### src/rtl/wr_burst_packer_if.sv
// Burst packer bus: write-data FIFO read side plus the burst handshake toward the scheduler.
// master = packer side, slave = FIFO/scheduler side.
interface wr_burst_packer_if #(
    parameter int DLA_DATA_W  = 32,
    parameter int FIFO_ADDR_W = 4,
    parameter int BURST_LEN   = 16,
    parameter int ADDR_W      = 16
);
    logic                            fifo_empty_i;
    logic [FIFO_ADDR_W:0]            fifo_level_i;
    logic [DLA_DATA_W-1:0]           fifo_data_i;
    logic                            fifo_rd_o;
    logic                            burst_valid_o;
    logic                            burst_ready_i;
    logic [DLA_DATA_W*BURST_LEN-1:0] burst_data_o;
    logic [BURST_LEN-1:0]            burst_mask_o;
    logic [ADDR_W-1:0]               burst_addr_o;

    modport master (
        input  fifo_empty_i, fifo_level_i, fifo_data_i, burst_ready_i,
        output fifo_rd_o, burst_valid_o, burst_data_o, burst_mask_o, burst_addr_o
    );

    modport slave (
        output fifo_empty_i, fifo_level_i, fifo_data_i, burst_ready_i,
        input  fifo_rd_o, burst_valid_o, burst_data_o, burst_mask_o, burst_addr_o
    );
endinterface

### src/rtl/wr_burst_packer.sv
// Pops FIFO words into BURST_LEN-beat write bursts (masked partial bursts on flush)
// and hands them to the scheduler with an auto-incrementing burst address.
//
// state  | meaning
// IDLE   | waiting for a full burst (enable) or a partial flush
// POP    | one FIFO pop per cycle, capturing the previous pop's data
// CAP    | capture the final beat returned by the last pop
// HOLD   | burst presented, waiting for burst_ready_i
module wr_burst_packer #(
    parameter int DLA_DATA_W  = 32,
    parameter int FIFO_ADDR_W = 4,
    parameter int BURST_LEN   = 16,
    parameter int ADDR_W      = 16
) (
    input  logic               clk_i,
    input  logic               rst_i,
    input  logic               enable_i,
    input  logic               flush_i,
    output logic               busy_o,
    output logic               underflow_o,
    wr_burst_packer_if.master  bus
);
    localparam int CNT_W = FIFO_ADDR_W + 1;
    localparam int IDX_W = $clog2(BURST_LEN);
    localparam int BUS_W = DLA_DATA_W * BURST_LEN;

    typedef enum logic [1:0] {S_IDLE, S_POP, S_CAP, S_HOLD} state_t;

    state_t               state_q, state_d;
    logic [CNT_W-1:0]     target_q, target_d;
    logic [CNT_W-1:0]     pop_cnt_q, pop_cnt_d;
    logic [BUS_W-1:0]     data_q, data_d;
    logic [BURST_LEN-1:0] mask_q, mask_d;
    logic [ADDR_W-1:0]    addr_q, addr_d;
    logic                 underflow_q, underflow_d;
    logic                 capture;
    logic [IDX_W-1:0]     cap_idx;

    always_ff @(posedge clk_i) begin
        if (rst_i) begin
            state_q     <= S_IDLE;
            target_q    <= '0;
            pop_cnt_q   <= '0;
            data_q      <= '0;
            mask_q      <= '0;
            addr_q      <= '0;
            underflow_q <= 1'b0;
        end else begin
            state_q     <= state_d;
            target_q    <= target_d;
            pop_cnt_q   <= pop_cnt_d;
            data_q      <= data_d;
            mask_q      <= mask_d;
            addr_q      <= addr_d;
            underflow_q <= underflow_d;
        end
    end

    always_comb begin
        state_d     = state_q;
        target_d    = target_q;
        pop_cnt_d   = pop_cnt_q;
        data_d      = data_q;
        mask_d      = mask_q;
        addr_d      = addr_q;
        underflow_d = underflow_q;
        capture     = 1'b0;
        // Read data lags the pop by one cycle, so the beat written is the previous pop's.
        cap_idx     = IDX_W'(pop_cnt_q - 1'b1);

        case (state_q)
            S_IDLE: begin
                if (enable_i && (bus.fifo_level_i >= CNT_W'(BURST_LEN))) begin
                    target_d  = CNT_W'(BURST_LEN);
                    state_d   = S_POP;
                    data_d    = '0;
                    mask_d    = '0;
                    pop_cnt_d = '0;
                end else if (flush_i && (bus.fifo_level_i != '0)
                             && (bus.fifo_level_i < CNT_W'(BURST_LEN))) begin
                    target_d  = bus.fifo_level_i;
                    state_d   = S_POP;
                    data_d    = '0;
                    mask_d    = '0;
                    pop_cnt_d = '0;
                end
            end
            S_POP: begin
                capture   = (pop_cnt_q != '0);
                pop_cnt_d = pop_cnt_q + 1'b1;
                if (bus.fifo_empty_i) begin
                    underflow_d = 1'b1;
                end
                if (pop_cnt_q == target_q - 1'b1) begin
                    state_d = S_CAP;
                end
            end
            S_CAP: begin
                capture = 1'b1;
                state_d = S_HOLD;
            end
            S_HOLD: begin
                if (bus.burst_ready_i) begin
                    addr_d  = addr_q + 1'b1;
                    state_d = S_IDLE;
                end
            end
            default: state_d = S_IDLE;
        endcase

        for (int k = 0; k < BURST_LEN; k++) begin
            if (capture && (cap_idx == IDX_W'(k))) begin
                data_d[k*DLA_DATA_W +: DLA_DATA_W] = bus.fifo_data_i;
                mask_d[k]                          = 1'b1;
            end
        end
    end

    assign bus.fifo_rd_o     = (state_q == S_POP);
    assign bus.burst_valid_o = (state_q == S_HOLD);
    assign bus.burst_data_o  = data_q;
    assign bus.burst_mask_o  = mask_q;
    assign bus.burst_addr_o  = addr_q;
    assign busy_o            = (state_q != S_IDLE);
    assign underflow_o       = underflow_q;
endmodule

### src/flat_wrapper.sv
// flat-port wrapper written by rule: the top's interface ports become plain ports
module wr_burst_packer_flat 
#(
    parameter int DLA_DATA_W  = 32,
    parameter int FIFO_ADDR_W = 4,
    parameter int BURST_LEN   = 16,
    parameter int ADDR_W      = 16
)
  (clk_i, rst_i, enable_i, flush_i, busy_o, underflow_o, bus_fifo_empty_i, bus_fifo_level_i, bus_fifo_data_i, bus_burst_ready_i, bus_fifo_rd_o, bus_burst_valid_o, bus_burst_data_o, bus_burst_mask_o, bus_burst_addr_o);
  wr_burst_packer_if #(.DLA_DATA_W(DLA_DATA_W), .FIFO_ADDR_W(FIFO_ADDR_W), .BURST_LEN(BURST_LEN), .ADDR_W(ADDR_W)) bus_i ();
  input  logic clk_i;
  input  logic rst_i;
  input  logic enable_i;
  input  logic flush_i;
  output logic busy_o;
  output logic underflow_o;
  input wire logic [$bits(bus_i.fifo_empty_i)-1:0] bus_fifo_empty_i;
  input wire logic [$bits(bus_i.fifo_level_i)-1:0] bus_fifo_level_i;
  input wire logic [$bits(bus_i.fifo_data_i)-1:0] bus_fifo_data_i;
  input wire logic [$bits(bus_i.burst_ready_i)-1:0] bus_burst_ready_i;
  output wire logic [$bits(bus_i.fifo_rd_o)-1:0] bus_fifo_rd_o;
  output wire logic [$bits(bus_i.burst_valid_o)-1:0] bus_burst_valid_o;
  output wire logic [$bits(bus_i.burst_data_o)-1:0] bus_burst_data_o;
  output wire logic [$bits(bus_i.burst_mask_o)-1:0] bus_burst_mask_o;
  output wire logic [$bits(bus_i.burst_addr_o)-1:0] bus_burst_addr_o;
  assign bus_i.fifo_empty_i = bus_fifo_empty_i;
  assign bus_i.fifo_level_i = bus_fifo_level_i;
  assign bus_i.fifo_data_i = bus_fifo_data_i;
  assign bus_i.burst_ready_i = bus_burst_ready_i;
  assign bus_fifo_rd_o = bus_i.fifo_rd_o;
  assign bus_burst_valid_o = bus_i.burst_valid_o;
  assign bus_burst_data_o = bus_i.burst_data_o;
  assign bus_burst_mask_o = bus_i.burst_mask_o;
  assign bus_burst_addr_o = bus_i.burst_addr_o;
  wr_burst_packer #(.DLA_DATA_W(DLA_DATA_W), .FIFO_ADDR_W(FIFO_ADDR_W), .BURST_LEN(BURST_LEN), .ADDR_W(ADDR_W)) u_core (.clk_i(clk_i), .rst_i(rst_i), .enable_i(enable_i), .flush_i(flush_i), .busy_o(busy_o), .underflow_o(underflow_o), .bus(bus_i));
endmodule
### config.mk
export PLATFORM = sky130hd
export DESIGN_NAME = wr_burst_packer_flat
export DESIGN_NICKNAME = d
export VERILOG_FILES = /design/src/rtl/wr_burst_packer_if.sv /design/src/rtl/wr_burst_packer.sv /design/src/flat_wrapper.sv
export SDC_FILE = /design/constraint.sdc
export NUM_CORES = 1
export LEC_CHECK = 0
export ABC_AREA = 1
export CORE_AREA = 3 3 307 309
export CTS_CLUSTER_SIZE = 14
export DETAILED_ROUTE_END_ITERATION = 10
export DIE_AREA = 0 0 310 312
export PLACE_DENSITY = 0.46
export SLEW_MARGIN = 20
export SYNTH_ARGS = -nofsm -noshare
export SYNTH_HDL_FRONTEND = slang
export SYNTH_SLANG_ARGS = --single-unit
### constraint.sdc
create_clock -name clk_i -period 2.4 [get_ports clk_i]
set_input_delay 0.72 -clock clk_i [delete_from_list [all_inputs] [get_ports clk_i]]
set_output_delay 0.72 -clock clk_i [all_outputs]
set_load 0.1 [all_outputs]
==> run_1/detail.png <==
Region (135, 74) to (175, 114) um. Cells in gray, sequential cells in the stronger gray; small squares are vias.
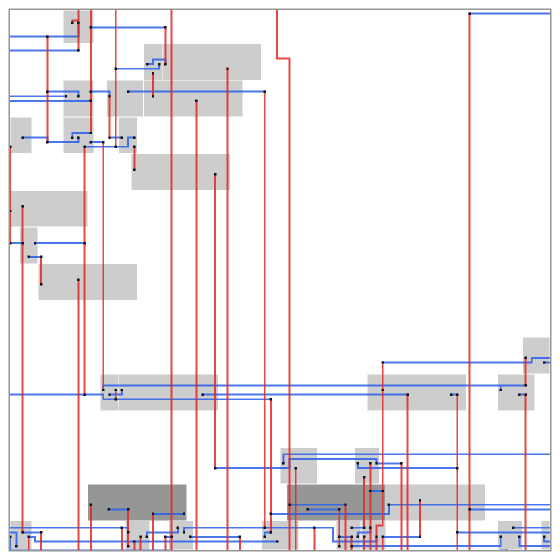
- red: metal 2
- blue: metal 1
- most frequent: buf_12 (8), buf_4 (5)
- netlist names of flops here include: u_core.bus.burst_data_o (2)
- sequential cells in the window: 2
- cells with their middle in the window: 30

==> run_1/layer_met3.png <==
Bar = 100 um.
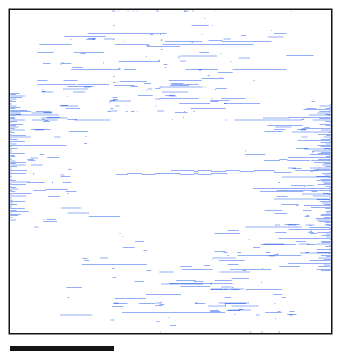
- nets with wire on the layer: 374
- longest straight run: 99.4 um
- wire length on this layer: 6,450 um
- share of all routed wire: 5.7%
via count: 22,900
Post-Route WL: 112,000 um
met3 usage: 3.39%

==> out/results.txt, run 1 <==
DR vias/cell = 5.13
Pwr dens = 872 nW/um^2
Tool warnings = 35
CP Depth = 4
Fa+ha+maj area frac = 0.686%
Mapped Area = 21,900 um^2
Switching pwr = 0.00955 W
CTS tree = yes
Synth unique cells = 27
Switching share of power = 35.9%
Count of input and output buffers = 590
Comb power frac = 26.2%
Worst R2R Setup Slack = 0.25 ns
Slowest-stage cell, CP = dfxtp_1
Die Area = 96,700 um^2
Non-Filler Instances = 4,458
Congestion Overflow GR = 0
P_leak = 11.3 nW
RSZ-0062 raised after global routing = true
Setup TNS = 0 ns
Hold Crit Class = reg -> reg
Clock slew seen by the registers of the worst setup and hold paths = 0.06 ns
Area fraction in compound gates = 13.1%
Die X = 310 um
Area growth syn-to-layout = 39.3%
Register share of total power = 35.8%
Layout Skew = 0.0226 ns
Mux share = 0%
Max clock buf depth = 3
Register Area = 11,200 um^2
Yosys simple share = 27.2%
FF-to-FF path depth = 9
Skew-Pair Late Insertion Delay = 0.61 ns
Xor/xnor share = 0.314%
Reg2Reg Capture Point = u_core.bus.burst_data_o[9]
Crit path cell chain = inv_1 -> ha_2 -> inv_2 -> buf_12
DRC Markers = 0
Commonest Layout Cell = nand3_1
Largest fanout on the critical path = 6
Slew Limit Fails = 0
Fillers = 9,636
Global-route wire length before repair = 158,000 um
Final worst-path cycle share = 96.8%
Nature of the critical path endpoint = output pin
Hpwl dp = 72,200 um
Syn. warnings = 0
Required @ worst endpoint = 1.68 ns
Core ar. = 91,700 um^2
Max IR drop VDD = 529 uV
#FFs+latches synth = 557
Int Power = 0.0171 W
CP Buf/Inv Count = 3
Termination of the worst setup path = busy_o
Clock power frac = 38.0%
Yosys chip area = 21,900 um^2
Die height = 312 um
Crit. Startpoint = u_core.state_q[0]
Drt first-iter violations = 2,272
Clk sinks = 557
Share of cells above drive strength 1 = 26.9%
Routability cong. = 0.793
Clock Tree Root = clkbuf_16
Vias in the first global route = 21,100
Worst rel slew slack = 59.9%
Worst setup path category = reg -> out
Status = completed
Logic area = 9080 um^2
Syn_nets = 2,795
H-tree lvl count = 3
I/O Pins = 591
Most frequent cells in the layout = nand3_1, buf_4, a21oi_1, dfxtp_1, nand2_1
Fp_density = 23.9%
Post-layout net count = 3,283
Top delay family on crit path = flip-flops
Drt first pass iters = 6
Fmax = 0.431 GHz
==> run_1/wires.png <==
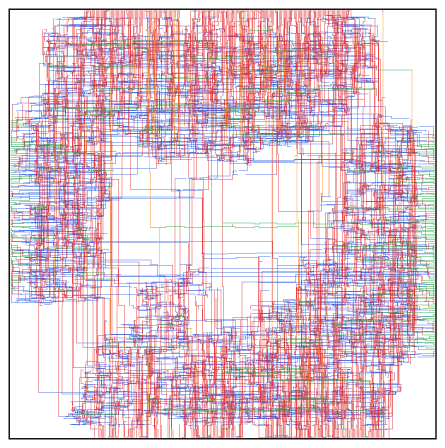
- green: metal 3 (wire length 6,450 um)
- orange: metal 4 (wire length 3,550 um)
- blue: metal 1 (wire length 46.6 mm)
- red: metal 2 (wire length 55.7 mm)
gr usage total: 22.1%
WL per Instance: 25.2 um

[run 1: timing repair]
| action | CTS | global route |
|---|---|---|
| setup endpoints to repair | 1 | 7 |
| gates resized | 2 | 2 |
| hold buffers | 0 | 0 |
[run 1: flip-flops by register name (all words and copies together), names as in the netlist]
register                 count
u_core.bus.burst_addr_o     16
u_core.underflow_o           1
u_core.state_q               2
u_core.target_q              5
u_core.bus.burst_data_o    512
u_core.pop_cnt_q             5
u_core.bus.burst_mask_o     16
[run 1: through the flow]
stage          worst slack [ns]  hold WS [ns]  area [um^2]  util (%)  power [W]
3_5_place_dp             -0.105         0.457        28400      30.9     0.0167
4_1_cts                  0.0267         0.460        30500      33.3     0.0269
2_1_floorplan             0.178         0.475        21900         -     0.0140
5_1_grt                -0.00695         0.480        30500      33.3     0.0277
3_3_place_gp            -0.0876         0.454        28400      30.9     0.0167
6_report                 0.0773         0.471        30500      33.3     0.0266
[run 1: cells by family (layout without fill, tap and decap cells)]
family,count (synthesis),count (layout)
AOI/OAI and AO/OA,569,569
and+or+nand+nor,1211,1211
buffers and inverters,384,916
xor gates and xnor gates,7,7
adders and majority gates,12,12
DFF,557,557
[run 1: power by group through the flow]
stage          combinational [W]  clock [W]  sequential [W]
2_1_floorplan            0.00339          0          0.0106
4_1_cts                  0.00697     0.0104         0.00953
3_3_place_gp             0.00699          0         0.00973
6_report                 0.00697     0.0101         0.00953
5_1_grt                  0.00739     0.0107         0.00955
3_5_place_dp             0.00696          0         0.00973
[run 1: worst min path at each step]
stage,startpoint,end
finish,u_core.bus.burst_mask_o[0],u_core.bus.burst_mask_o[0]
global route,rst_i,u_core.bus.burst_data_o[414]
CTS,rst_i,u_core.bus.burst_data_o[440]
detailed placement,u_core.bus.burst_mask_o[0],u_core.bus.burst_mask_o[0]
global placement,u_core.bus.burst_mask_o[14],u_core.bus.burst_mask_o[14]
floorplan,u_core.target_q[4],u_core.target_q[4]
[run 1: layer usage]
metal | vias up | part of all wire (%) | track usage, %
met2 | 825 | 50 | 37.3
met3 | 153 | 5.7 | 3.39
met1 | 11300 | 41 | 28.6
met5 | - | 0 | 0
met4 | 0 | 3.2 | 7.53
li1 | 10600 | - | -
[run 1: layout make-up]
class                   instances  area share [%]
flip-flops and latches        557            36.6
repair buffers                760            21.3
well taps                    1186            4.86
clock buffers                  97            6.39
multi-input cells            1799            29.8
inverters                      42           0.517
clock inverters                17           0.607
[run 1: cell usage after synthesis (all sizes together)]
| master | number | area (um^2) |
|---|---|---|
| clkbuf | 133 | 499 |
| inv | 42 | 158 |
| xor2 | 5 | 43.8 |
| buf | 209 | 1050 |
| nand3b | 1 | 7.51 |
| nor2 | 50 | 248 |
| and2 | 1 | 6.26 |
| nand4 | 5 | 31.3 |
| nand2 | 104 | 390 |
| a21oi | 555 | 2780 |
| nor3 | 1 | 5.00 |
| nand3 | 1048 | 5270 |
| a211oi | 5 | 37.5 |
| o21ai | 9 | 45.0 |
| nor3b | 1 | 7.51 |
| ha | 12 | 150 |
| dfxtp | 557 | 11200 |
| xnor2 | 2 | 25.0 |
[run 1: tightest hold or removal path: stages, from the launching register on]
cell and delay, ns:
dfxtp_1 0.31, nand2_1 0.06, a21oi_1 0.05
==> run 1 -> run 2 <==
Settings changed: SETUP_SLACK_MARGIN set to 0.05.
==> run 2 against run 1 <==
  * Via count rose by 0.29%
  * Combinational power rose by 0.7%
  * Synthesized cell count did not move
  * Global-route usage did not move
  * Clock skew fell by 0.00091 ns
  * Sequential power barely moved
==> out/results.txt, run 2 <==
Vias in the first global route = 21,100 (unchanged)
CTS tree = yes (unchanged)
Count of input and output buffers = 590 (unchanged)
DRC Markers = 0 (unchanged)
Least-Margin Pin Slew = 0.589 ns (was 0.595 ns)
P_leak = 11.3 nW (about the same)
Logic area = 9090 um^2 (was 9080 um^2)
#FFs+latches synth = 557 (unchanged)
Congestion Overflow GR = 0 (unchanged)
Max IR drop VDD = 532 uV (was 529 uV)
Status = completed (unchanged)
Worst Hold End = u_core.bus.burst_mask_o[0] (unchanged)
Largest register FFs = 512 (unchanged)
I/O Pins = 591 (unchanged)
Max clock buf depth = 3 (unchanged)
Async SR Flop Fraction = 0% (unchanged)
Top cells by count, synth = nand3_1, dfxtp_1, a21oi_1 (unchanged)
Routability cong. = 0.793 (unchanged)
Register share of total power = 35.7% (was 35.8%)
Commonest flop = dfxtp_1 (unchanged)
Number of enable flip-flop cells = 0 (unchanged)
Worst setup SP type = flip-flop (unchanged)
Commonest Layout Cell = nand3_1 (unchanged)
Synth unique cells = 27 (unchanged)
Most frequent cells in the layout = nand3_1, buf_4, a21oi_1, dfxtp_1, nand2_1 (unchanged)
Worst R2R Setup Slack = 0.22 ns (was 0.25 ns)
Global-route wire length before repair = 158,000 um (unchanged)
Hold Crit Start = u_core.bus.burst_mask_o[0] (unchanged)
CP Buf/Inv Count = 3 (unchanged)
Required @ worst endpoint = 1.68 ns (about the same)
Share of cells above drive strength 1 = 27.0% (was 26.9%)
Final Hold Viols = 0 (unchanged)
Crit path cell chain = inv_1 -> ha_2 -> inv_2 -> buf_12 (unchanged)
Drt first-iter violations = 2,380 (was 2,272)
Hold Crit Class = reg -> reg (unchanged)
Most used standard cell by instance count after synthesis = nand3_1 (unchanged)
H-tree lvl count = 3 (unchanged)
Worst rel slew slack = 60.3% (was 59.9%)
Hpwl dp = 72,200 um (unchanged)
Largest fanout on the critical path = 6 (unchanged)
Post-synth top area cell = dfxtp_1 (unchanged)
Fp_density = 23.9% (unchanged)
Yosys chip area = 21,900 um^2 (unchanged)
Skew-Pair Late Insertion Delay = 0.61 ns (about the same)
Placed cell count = 4,344 (unchanged)
Worst setup path category = reg -> out (unchanged)
Slew Limit Fails = 0 (unchanged)
Area post-placement = 28,400 um^2 (unchanged)
FF-to-FF path depth = 9 (unchanged)
Core ar. = 91,700 um^2 (unchanged)
Switching pwr = 0.00959 W (was 0.00955 W)
Syn_nets = 2,795 (unchanged)
Fmax = 0.441 GHz (was 0.431 GHz)
Drt first pass iters = 7 (was 6)
Switching share of power = 35.9% (about the same)
Die Area = 96,700 um^2 (unchanged)
Clock Tree Root = clkbuf_16 (unchanged)
Pwr dens = 873 nW/um^2 (was 872 nW/um^2)
Gr usage total = 22.1% (unchanged)
Area growth syn-to-layout = 39.5% (was 39.3%)
Die X = 310 um (unchanged)
Final worst-path cycle share = 94.4% (was 96.8%)
Register Area = 11,200 um^2 (about the same)
Post-Place Worst Slack = -0.105 ns (unchanged)
Syn. warnings = 0 (unchanged)
Top delay family on crit path = flip-flops (unchanged)
Post-layout net count = 3,285 (was 3,283)
Int Power = 0.0171 W (about the same)
Die height = 312 um (unchanged)
Crit. Startpoint = u_core.state_q[0] (unchanged)
Final worst setup slack = 0.135 ns (was 0.0773 ns)
Non-Filler Instances = 4,460 (was 4,458)
Clk sinks = 557 (unchanged)
Comb power frac = 26.3% (was 26.2%)
Tool warnings = 35 (unchanged)
Post-Syn Instances = 2,740 (unchanged)
Slowest-stage cell, CP = dfxtp_2 (was dfxtp_1)
Fillers = 9,628 (was 9,636)
Nature of the critical path endpoint = output pin (unchanged)
Mapped Area = 21,900 um^2 (unchanged)
Dominant cell area share = 50.9% (unchanged)
Design Area, Final = 30,500 um^2 (about the same)
DR vias/cell = 5.14 (was 5.13)
Cell area leaders = dfxtp_1, nand3_1, a21oi_1, buf_2, clkbuf_1 (unchanged)
Layout Skew = 0.0217 ns (was 0.0226 ns)
RSZ-0062 raised after global routing = true (unchanged)
Clock slew seen by the registers of the worst setup and hold paths = 0.06 ns (about the same)
run 2: area by class of cell:
type / count / share of cell area, %
clock inverter: 17 / 0.606
sequential: 557 / 36.5
inverter: 42 / 0.516
tap: 1186 / 4.86
clock buffer: 97 / 6.39
multi-input combinational: 1799 / 29.7
timing repair buffer: 762 / 21.4
run 2: worst max-delay path by stage:
stage | end | slack [ns] | depth (start not counted)
global route | u_core.bus.burst_data_o[257] | 0.006 | 9
floorplan | u_core.bus.burst_addr_o[9] | 0.18 | 10
global placement | u_core.bus.burst_data_o[217] | -0.09 | 10
detailed placement | u_core.bus.burst_data_o[216] | -0.11 | 10
CTS | bus_fifo_rd_o | 0.05 | 4
finish | busy_o | 0.13 | 4
run 2: worst min-delay path, cell delays in order, from the launching register on:
cell,delay [ns]
dfxtp_1,0.31
nand2_1,0.06
a21oi_1,0.05
run 2: logic make-up after synthesis:
kind of cell | Yosys count | synth area share [%]
compound gates | 569 | 13.1
fa+ha+maj | 12 | 0.686
flops | 557 | 50.9
simple gates | 1211 | 27.2
buf+inv | 384 | 7.79
xor+xnor | 7 | 0.314
run 2: power by group through the flow:
stage	sequential, W	combinational (W)	clock [W]
floorplan	0.0106	0.00339	0
global placement	0.00973	0.00699	0
detailed placement	0.00973	0.00696	0
CTS	0.00953	0.00697	0.0104
global route	0.00955	0.00742	0.0107
finish	0.00954	0.00702	0.0101
run 2: per-stage QoR:
| step | hold WS, ns | setup TNS [ns] | total power [W] |
|---|---|---|---|
| after global routing | 0.480 | 0 | 0.0277 |
| after global placement | 0.454 | -13.85 | 0.0167 |
| after floorplan | 0.475 | 0 | 0.0140 |
| after CTS | 0.460 | 0 | 0.0269 |
| final | 0.469 | 0 | 0.0267 |
| after detailed placement | 0.457 | -20.04 | 0.0167 |
run 2: layer usage:
| metal | track usage [%] | vias to the layer above | routed length (um) |
|---|---|---|---|
| li1 | - | 10600 | - |
| met1 | 28.6 | 11400 | 46600 |
| met2 | 37.3 | 808 | 55800 |
| met3 | 3.39 | 150 | 6420 |
| met4 | 7.53 | 0 | 3530 |
| met5 | 0 | - | 0 |
run 2: repair_timing:
action	in CTS	in global routing
gates resized	3	7
setup buffers	0	2
hold buffers	0	0
pin swaps	0	1
setup endpoints to repair	1	62
==> run_2/clk_routes.png <==
Bar = 100 um.
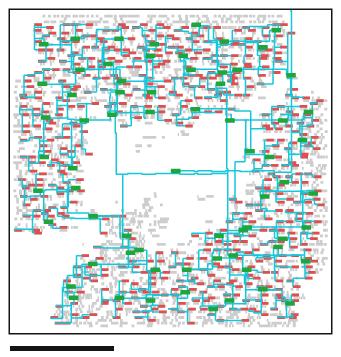
- green: clock drivers (count 68)
- cyan: clock wires (length 8,480 um)
- red: flip-flops (count 557)
- routed clock nets: 69
Clock power frac: 38.0%
Power Clock: 0.0101 W

==> run_2/layer_met3.png <==
Bar = 100 um.
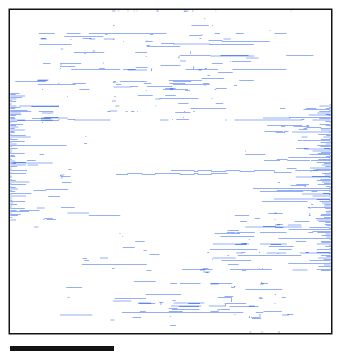
- main direction: horizontal
- nets with wire on the layer: 368
- longest straight run: 117 um
via count: 22,900
Post-Route WL: 112,000 um

==> run_2/wires.png <==
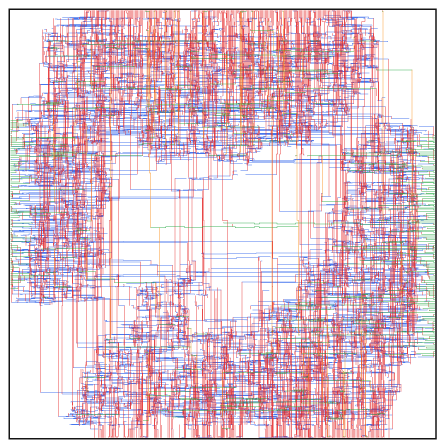
- green: metal 3 (wire length 6,420 um)
- red: metal 2 (wire length 55.8 mm)
- blue: metal 1 (wire length 46.6 mm)
- orange: metal 4 (wire length 3,530 um)
WL per Instance: 25.2 um

Power figures rest on the tool's default switching activity, not on a simulated workload.
